**src/rtl/sram_alu_datapath_pkg.sv**
```systemverilog
// sram_alu_datapath_pkg: shared encodings and default widths for the SRAM/ALU datapath
// Contents:
//   exe_e      - DIR_EXE execute-step encodings
//   alu_op_e   - OP_ALU operation encodings
//   src_e      - DIR_SRAM write-data source encodings
//   DEF_DATA_W - default data width, DEF_ADDR_W - default address width
package datapath_pkg;
    localparam int DEF_DATA_W = 4;
    localparam int DEF_ADDR_W = 3;
    typedef enum logic [1:0] {
        EXE_IDLE = 2'b00,
        EXE_LDA  = 2'b01,
        EXE_LDB  = 2'b10,
        EXE_RUN  = 2'b11
    } exe_e;
    typedef enum logic {
        ALU_ADD = 1'b0,
        ALU_SUB = 1'b1
    } alu_op_e;
    typedef enum logic {
        SRC_IMM = 1'b0,
        SRC_ALU = 1'b1
    } src_e;
endpackage

```
**src/rtl/sram_alu_datapath_alu_addsub.sv**
```systemverilog
// alu_addsub: combinational add/sub with signed overflow flag (saturating when SRAM_ALU_DATAPATH_SAT_EN is defined)
// Ports:
//   a_i, b_i - operands
//   op_i     - 0 add, 1 subtract (a_i - b_i)
//   res_o    - result, wrapped or saturated
//   ov_o     - signed two's-complement overflow
// Macro: SRAM_ALU_DATAPATH_SAT_EN selects saturation on overflow.
module alu_addsub
    import datapath_pkg::*;
#(
    parameter int W = DEF_DATA_W
) (
    input  logic [W-1:0] a_i,
    input  logic [W-1:0] b_i,
    input  logic         op_i,
    output logic [W-1:0] res_o,
    output logic         ov_o
);
    logic [W-1:0] sum;
    always_comb begin
        sum  = (op_i == ALU_SUB) ? a_i - b_i : a_i + b_i;
        // overflow iff operand signs make the true result representable in neither direction
        ov_o = ((op_i == ALU_SUB) ? (a_i[W-1] != b_i[W-1]) : (a_i[W-1] == b_i[W-1]))
               && (sum[W-1] != a_i[W-1]);
`ifdef SRAM_ALU_DATAPATH_SAT_EN
        // sign of a_i tells the overflow direction: positive a overflows upward
        res_o = ov_o ? (a_i[W-1] ? {1'b1, {(W-1){1'b0}}} : {1'b0, {(W-1){1'b1}}}) : sum;
`else
        res_o = sum;
`endif
    end
endmodule

```
**src/rtl/sram_alu_datapath.sv**
```systemverilog
// sram_alu_datapath: controller-driven 8x4 SRAM with operand latches, add/sub ALU and result register
// Ports:
//   CLK      - clock, rising edge
//   RST      - asynchronous active-low reset, clears all state
//   WR       - 1 writes SRAM[ADDR], 0 reads into DOUT
//   ADDR     - SRAM address
//   Data     - immediate write data
//   DIR_SRAM - write source: 0 Data, 1 result register
//   DIR_EXE  - 00 idle, 01 latch A, 10 latch B, 11 execute
//   OP_ALU   - 0 add, 1 subtract
//   OV       - overflow of the last execute
//   DOUT     - registered read data
//   RES      - result register
// Macro: SRAM_ALU_DATAPATH_SAT_EN enables saturating results in the ALU.
module sram_alu_datapath
    import datapath_pkg::*;
#(
    parameter int DATA_W = DEF_DATA_W,
    parameter int ADDR_W = DEF_ADDR_W,
    parameter int DEPTH  = 2**ADDR_W
) (
    input  logic              CLK,
    input  logic              RST,
    input  logic              WR,
    input  logic [ADDR_W-1:0] ADDR,
    input  logic [DATA_W-1:0] Data,
    input  logic              DIR_SRAM,
    input  logic [1:0]        DIR_EXE,
    input  logic              OP_ALU,
    output logic              OV,
    output logic [DATA_W-1:0] DOUT,
    output logic [DATA_W-1:0] RES
);
    logic [DATA_W-1:0] mem_q [DEPTH];
    logic [DATA_W-1:0] a_q, a_d, b_q, b_d, r_q, r_d, dout_q, dout_d;
    logic              ov_q, ov_d;
    logic [DATA_W-1:0] rd, wdata, alu_res;
    logic              alu_ov;

    alu_addsub #(.W(DATA_W)) u_alu (
        .a_i   (a_q),
        .b_i   (b_q),
        .op_i  (OP_ALU),
        .res_o (alu_res),
        .ov_o  (alu_ov)
    );

    // all next-state values come from pre-edge state, giving read-before-write
    // for the latches and old-R write-back when execute and write coincide
    always_comb begin
        rd     = mem_q[ADDR];
        wdata  = (DIR_SRAM == SRC_ALU) ? r_q : Data;
        a_d    = (DIR_EXE == EXE_LDA) ? rd : a_q;
        b_d    = (DIR_EXE == EXE_LDB) ? rd : b_q;
        r_d    = (DIR_EXE == EXE_RUN) ? alu_res : r_q;
        ov_d   = (DIR_EXE == EXE_RUN) ? alu_ov : ov_q;
        dout_d = WR ? dout_q : rd;
    end

    always_ff @(posedge CLK or negedge RST) begin
        if (!RST) begin
            for (int i = 0; i < DEPTH; i++) mem_q[i] <= '0;
            a_q    <= '0;
            b_q    <= '0;
            r_q    <= '0;
            ov_q   <= 1'b0;
            dout_q <= '0;
        end else begin
            if (WR) mem_q[ADDR] <= wdata;
            a_q    <= a_d;
            b_q    <= b_d;
            r_q    <= r_d;
            ov_q   <= ov_d;
            dout_q <= dout_d;
        end
    end

    assign OV   = ov_q;
    assign DOUT = dout_q;
    assign RES  = r_q;
endmodule

```
**config.mk**
```make
export PLATFORM = sky130hd
export DESIGN_NAME = sram_alu_datapath
export DESIGN_NICKNAME = d
export VERILOG_FILES = /design/src/rtl/sram_alu_datapath_pkg.sv /design/src/rtl/sram_alu_datapath_alu_addsub.sv /design/src/rtl/sram_alu_datapath.sv
export SDC_FILE = /design/constraint.sdc
export NUM_CORES = 1
export LEC_CHECK = 0
export ABC_AREA = 1
export CAP_MARGIN = 20
export CORE_MARGIN = 8
export CORE_UTILIZATION = 57
export DETAILED_ROUTE_END_ITERATION = 16
export PLACE_DENSITY_LB_ADDON = 0.3
export SETUP_SLACK_MARGIN = 0.3
export SLEW_MARGIN = 20
export SYNTH_ARGS = -nofsm -noshare
export SYNTH_HDL_FRONTEND = slang
export SYNTH_HIERARCHICAL = 1
export SYNTH_SLANG_ARGS = --single-unit
```
**constraint.sdc**
```tcl
create_clock -name CLK -period 2.8 [get_ports CLK]
set_clock_uncertainty 0.15 [all_clocks]
set_input_delay 0.28 -clock CLK [delete_from_list [all_inputs] [get_ports CLK]]
set_output_delay 0.28 -clock CLK [all_outputs]
set_load 0.02 [all_outputs]
```
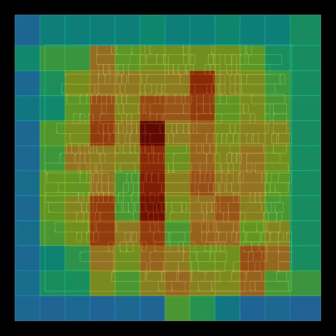
Fig. 1. Track usage over the die.
Core Util, Final: 66.19%
average wire per standard cell: 13.09 um
GR Util All Layers: 15.82%

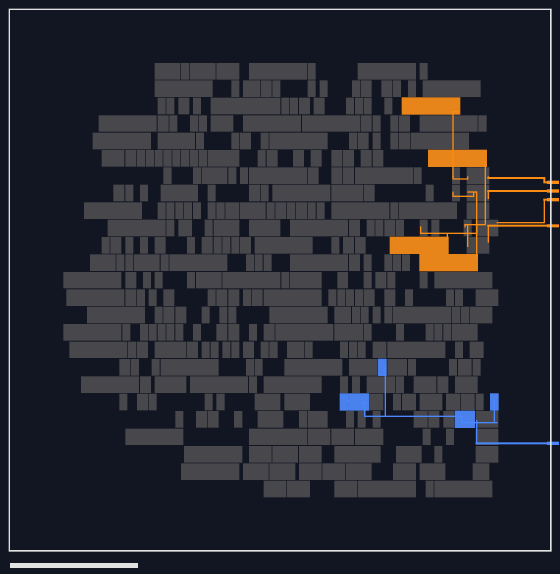
Fig. 2. Port wiring.
Scale bar: 20 um.
legend:
  DOUT:
    color: orange
    bits: 4
    direction: output
    edge: right
    end_cells: 4
    buffers: 4
    wire: 103 um
  OP_ALU:
    color: blue
    bits: 1
    direction: input
    edge: right
    end_cells: 5
    buffers: 1
    wire: 50.9 um
# IOs: 23
PortBufs: 22

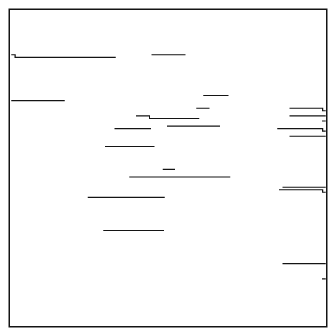
Fig. 3. M3 wires.
longest straight run: 26.7 um
main direction: horizontal

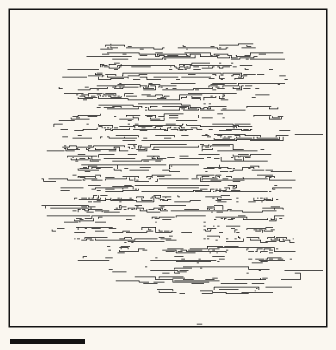
Fig. 4. M1 wires.
Scale bar: 20 um.
share of all routed wire: 47%
wire length on this layer: 2,580 um
main direction: horizontal
longest straight run: 26.2 um

==> results.json <==
{
  "aoi_share_pct": 7.887,
  "clk_share_pct": 3.920,
  "power_leakage_nw": 1.531,
  "inverters": 49,
  "comb_cells": 230,
  "hold_slack_ns": 0.3501,
  "netlist_instances": 332,
  "status": "finished clean",
  "mux_share_pct": 3.803,
  "yosys_warnings": 6,
  "clkSinkCount": 49,
  "setup_viol": 0,
  "htree_levels": 2,
  "die_h_um": 84.38,
  "crit_chain": "inv_1 > ha_1 > inv_1 > o21ai_2 > inv_1 > ha_1 > nand2_1 > nor2_2 > nor2_2 > inv_1 > nand3_2 > nand2_2 > nor2_1 > nor2_1 > mux2_2",
  "ir_drop_uv": 425.1,
  "power.density_nw_per_um2": 786.4,
  "vias": 2126,
  "min_path_type": "reg -> reg",
  "antenna_found_initial": 0,
  "setup_tns_ns": 0,
  "vias_per_cell": 5.123,
  "topCellsByArea": "dfrtp_1 (46%), nand2_1 (17%), o21ai_0 (7.9%)",
  "drc_errors": 0,
  "xor_area_share_pct": 0.9859,
  "dpl_cell_area_um2": 2920,
  "drtIter0Drc": 116,
  "ys_cells": 332,
  "drive_gt1_share_pct": 13.85,
  "grt_remaining_overflow": 0,
  "antenna_cells": 0,
  "drt_first_pass_iters": 4,
  "cts_buffers": 5,
  "cts-root-buf": "clkbuf_8",
  "die_area_um2": 7119,
  "log.warning_count": 26,
  "top_logic_kind": "simple AND/OR/NAND/NOR gates",
  "top_area_cell_class": "registers",
  "cp_data_arrival_time_ns": 2.45,
  "max-slew-margin-rel_pct": 59.87,
  "hpwl_mm": 4.059,
  "core-area_um2": 4629,
  "tap_cells": 54,
  "tritoncts": "yes",
  "fin_cells": 415,
  "synth_area_um2": 2665,
  "nFillCells": 394,
  "critPathCaptureType": "flop",
  "report.power.total_mw": 2.410,
  "synth_nets": 351,
  "buffers": 25,
  "synth_area_per_cell_um2": 8.027,
  "area_growth_pct": 14.98,
  "die_w_um": 84.38,
  "tightest_slew_ns": 0.6019,
  "seq_share_pct": 40.02,
  "slew_viol_final": 0,
  "synth_flops": 49,
  "flop_area_um2": 1226,
  "max_stage_delay_ns": 0.40,
  "clock_path_buffers": 2,
  "nets": 379,
  "period_used_pct": 85.92,
  "period_minus_slack_ns": 2.406,
  "synthDominantCellAreaShare_pct": 46.01,
  "cts.repair.resized": 1,
  "rsz0062_at_grt": "false",
  "post-place-ws_ns": 0.1620,
  "drv_cap": 0,
  "dp.cells": 405,
  "crit_family": "adder cells",
  "cp_data_required_time_ns": 2.84,
  "cpMostUsedCell": "inv_1",
  "worstSkewPairLatency_ns": 0.30,
  "grt_first_pass_wirelength_mm": 9.225
}
path summary, 6_finish.rpt:
check / startpoint / endpoint / slack (ns) / depth (start not counted)
max: b_q[0] / OV / 0.39 / 15
min: DOUT[2] / DOUT[2] / 0.35 / 2
max reg2reg: b_q[0] / OV / 0.39 / 15
min reg2reg: DOUT[2] / DOUT[2] / 0.35 / 2
max in group asynchronous: RST / mem_q[14] / 1.72 / 2
min in group asynchronous: RST / OV / 0.37 / 2
routing by layer:
| layer | global-route usage, % | routed length, um | share of wire, % | up-vias |
|---|---|---|---|---|
| li1 | - | - | - | 1086 |
| met1 | 20.59 | 2579 | 47 | 1003 |
| met2 | 25.43 | 2560 | 47 | 33 |
| met3 | 4.195 | 258 | 4.7 | 4 |
| met4 | 3.883 | 35 | 0.64 | 0 |
| met5 | 0 | 0 | 0 | - |
layout by cell type, fill, tap and decap left out, types with 6 or more instances in the layout:
cell type / Yosys / routed
nor2_1: 7 / 7
dfrtp_1: 49 / 49
nand2_1: 118 / 118
nand2_2: 7 / 7
nor2_4: 6 / 6
clkbuf_8: 0 / 6
clkdlybuf4s50_1: 0 / 21
o21ai_0: 42 / 41
mux2_2: 9 / 9
nand3_1: 21 / 21
inv_1: 45 / 45
Yosys cell counts (all sizes together):
cell    number
buf          4
clkinv       1
dfrtp       49
fa           1
ha           4
inv         48
mux2         9
nand2      128
nand3       25
nor2        16
nor3         2
o21ai       42
xnor2        2
xor2         1
state kept, by name (all words and copies together) (netlist names):
name,count
RES,4
b_q,4
a_q,4
DOUT,4
mem_q,32
OV,1
power breakdown:
part	internal, mW	switching, mW	total (mW)
Sequential	0.916	0.106	1.02
Combinational	0.358	0.505	0.863
Clock	0.290	0.235	0.525
No activity file was given, so power comes from the tool's default toggle rates.
